==> config.mk <==
export PLATFORM = sky130hd
export DESIGN_NAME = axi_lite_cmd_master
export DESIGN_NICKNAME = d
export VERILOG_FILES = /design/src/rtl/axi_lite_cmd_master.sv
export SDC_FILE = /design/constraint.sdc
export NUM_CORES = 1
export LEC_CHECK = 0
export ABC_AREA = 0
export CORE_ASPECT_RATIO = 1.25
export CORE_UTILIZATION = 45
export DETAILED_ROUTE_END_ITERATION = 8
export PLACE_DENSITY = 0.78
export SLEW_MARGIN = 20
export SYNTH_ARGS = -nofsm -noshare
export SYNTH_HDL_FRONTEND = slang
export SYNTH_SLANG_ARGS = --single-unit
export TNS_END_PERCENT = 10
==> constraint.sdc <==
create_clock -name ACLK -period 2.3 [get_ports ACLK]
set_input_delay 0.46 -clock ACLK [delete_from_list [all_inputs] [get_ports ACLK]]
set_output_delay 0.46 -clock ACLK [all_outputs]
set_load 0.01 [all_outputs]
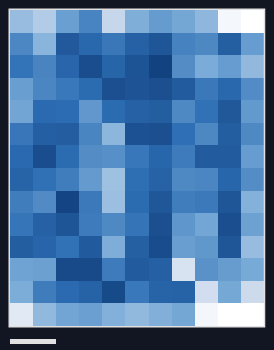
*Placement density heat map*
Bar = 20 um. The die is cut into 11 by 14 equal tiles; white is low, dark blue is high, 0 to 100% covered.
nearly empty tiles = 1.9%
mean over tiles = 65%
fullest tile = 93%
FP Util: 46.5%
Core ar.: 13,900 um2
post-layout util: 70.8%

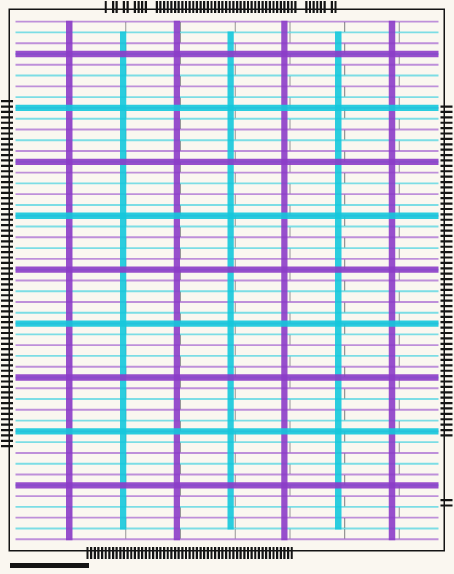
*Supply network*
Bar = 20 um. Pins as bars on the die edge. Tap cells in grey.
cyan -> VDD
purple -> VSS
rows = 48
signal pins = 242
tap cells = 175
met1 rails = 49
met4 straps = 7
Die X: 109 um
DIE HEIGHT: 136 um
worst ir drop on vdd: 0.745 mV

==> qor.csv <==
stage,metric,value,unit
status,status,completed,
final_timing,hold_ws,0.0571,ns
cts,Bufs on Longest Clock Path,2,
synth,Yosys reg bits,147,
synth,"count leader, synth",dfrtp_1,
cts,CTS tree,built,
cts,htree depth,4,
routing,"antenna viol nets, final",0,
routing,wire per inst,17.8,um
synth,"Cell Area, Synth",6480,um2
setup_path,critical path data arrival time,2.43,ns
synth,net count after synthesis,639,
final_timing,pin slew with the least headroom to its limit,0.669,ns
place,Final GP Congestion,0.875,
final_timing,Slew Limit Fails,0,
die,die area,14900,um2
cts,clk sinks,147,
cells_and_area,Finished Layout Cells,971,
synth,Synth Flop Type,dfrtp_1,
cts,clock insertion delay at the later pin of the skew report,0.40,ns
setup_path,maximum fanout along the worst path,7,
synth,cells in synth_stat.txt,532,
cts,Clock transition at path regs,0.06,ns
routing,DRC viols,0,
setup_path,CP top delay family,AND-OR/OR-AND gates,
synth,Mapped Avg Cell Area,12.2,um2
setup_path,CP Class,reg2reg,
synth,biggest area cells,"dfrtp_1, mux2_2, o31ai_1",
cts,Num CTS Buffers,17,
grt,first-pass GRT wire length,27.0,mm
routing,Via density,5.49,
place,DP Area,9230,um2
grt,initial antenna violation count,0,
final_timing,RSZ-0062 raised after global routing,no,
cts,post-CTS resize count,0,
final_timing,Worst Skew,0.00434,ns
synth,asr flop ratio synth,100,%
synth,Synth Seq Share,56.7,%
hold_path,Hold Path Class,in2async,
setup_path,CP Capture Type,flip-flop,
pwr,leakage dissipation,4.39,nW
synth,Cell Type Count,48,
cells_and_area,count of nets after finishing,892,
final_timing,minimum clock period,2.09,ns
routing,Vias,5326,
synth,top post-synthesis cells by count,"dfrtp_1, mux2_2, a21oi_1, nor3_1, and3_1",
setup_path,"slowest stage delay, CP",0.40,ns
grt,busiest grt layer,met2,
grt,largest net degree at the start of global routing,74,
grt,total global-route track usage,23.6,%
final_timing,Setup WS post-layout,0.212,ns
cells_and_area,share of layout cells above drive strength 1,21.0,%
pwr,Tot Pwr,14.3,mW
die,Rows,48,
synth,Area leader share,56.7,%
final_timing,fin crit share,90.8,%
place,Placed Cells,941,
setup_path,R2R setup slack,0.21,ns
routing,Pre-Repair DR Iteration Count,4,
cells_and_area,Ant. Diodes,0,
job,maxcap violations,0,
routing,Iter 0 DRT Violations,409,
setup_path,crit-path cells,"ha_1, and3_1, a211o_1, or3_1, o21ai_0, a22o_1",
place,DP Worst Slack,0.0219,ns
pwr,pwr dens,1450,nW/um2
synth,yosys synthesis warning count,0,
setup_path,CP required,2.64,ns
grt,GRT overflow,0,
cells_and_area,area grow syn2layout,52.2,%
cts,Hold Buf Count CTS,0,
synth,chip area estimate from yosys synthesis,6480,um2
place,buffers added on ports,241,
place,HPWL Detailed,12.6,mm
die,I/O pins,242,
synth,leading area contributor after synthesis,dfrtp_1,
routing,Routed WL,17.3,mm
grt,grt met2 use,39.0,%
setup_path,Startpoint Class,flip-flop,
grt,M3 GR Usage,7.62,%
final_timing,TNS Setup,0,ns
synth,"EDFF count, synth",0,
setup_path,CP max-delay cell,dfrtp_1,
setup_path,Bufs and invs on worst path,0,
cells_and_area,Layout fillers,1045,
cts,postcts setup bufs,0,
cts,Clock Tree Root,clkbuf_16,
synth,Post-Synthesis Cells,532,
grt,vias in the first global route,5483,
grt,global routing usage on met1,28.2,%
job,OpenROAD warning count,26,
final_timing,Slew Limit Headroom,55.4,%
final_timing,Final Hold Fails,0,
final_timing,highest clock rate,479,MHz
setup_path,Reg2Reg Depth,6,
setup_path,Stages on worst setup path,6,
final_timing,final setup vio count,0,
cells_and_area,Final Cell Area,9870,um2
[cell families (layout without fill, tap and decap cells)]
| kind of cell | count (synthesis) | in the layout | synth area share, % |
|---|---|---|---|
| flip-flops | 147 | 147 | 56.7 |
| AND/OR/NAND/NOR | 118 | 118 | 10.5 |
| AND-OR/OR-AND | 110 | 110 | 11.7 |
| multiplexers | 93 | 93 | 16.1 |
| buffers and inverters | 63 | 327 | 4.77 |
| adder cells (fa/ha/maj) | 1 | 1 | 0.193 |
[cell usage in the layout (no fill, tap or decap), types with 4 or more instances in the layout]
master             n
o31ai_1           25
nand2b_1           6
dfrtp_1          147
a22o_2             7
nand2_1           10
clkbuf_16         17
buf_12             7
inv_1             27
and3_1            28
nor3_1            30
nor2b_1            9
clkdlybuf4s50_1  240
buf_4             22
a21oi_1           35
o21a_1             4
o21ai_0           15
bufinv_16          5
nor2_1            12
a22o_1             5
mux2_2            93
[layout make-up]
type                            instances  area [um2]  area share [%]
Sequential cell                       147        3680            37.3
Timing Repair Buffer                  270        2720            27.6
Multi-Input combinational cell        322        2510            25.5
Clock buffer                           20         457            4.63
Tap cell                              175         219            2.22
Clock inverter                         10         181            1.84
Inverter                               27         101            1.03
[worst reg2reg max path: stages (launching register included)]
cell	delay, ns
dfrtp_1	0.40
ha_1	0.24
and3_1	0.26
a211o_1	0.33
or3_1	0.40
o21ai_0	0.22
a22o_1	0.17
[per-layer routing]
metal | vias to the layer above | wire, um
met5 | - | 0
met4 | 0 | 436
met3 | 38 | 1470
met2 | 233 | 8810
met1 | 2630 | 6580
li1 | 2425 | -
[power breakdown]
part	leakage [nW]	internal [mW]	switching, mW
clock network	0.312	1.97	1.04
registers	1.84	3.74	0.682
logic	2.24	3.83	3.03
Power is estimated from default activity; no workload was simulated.
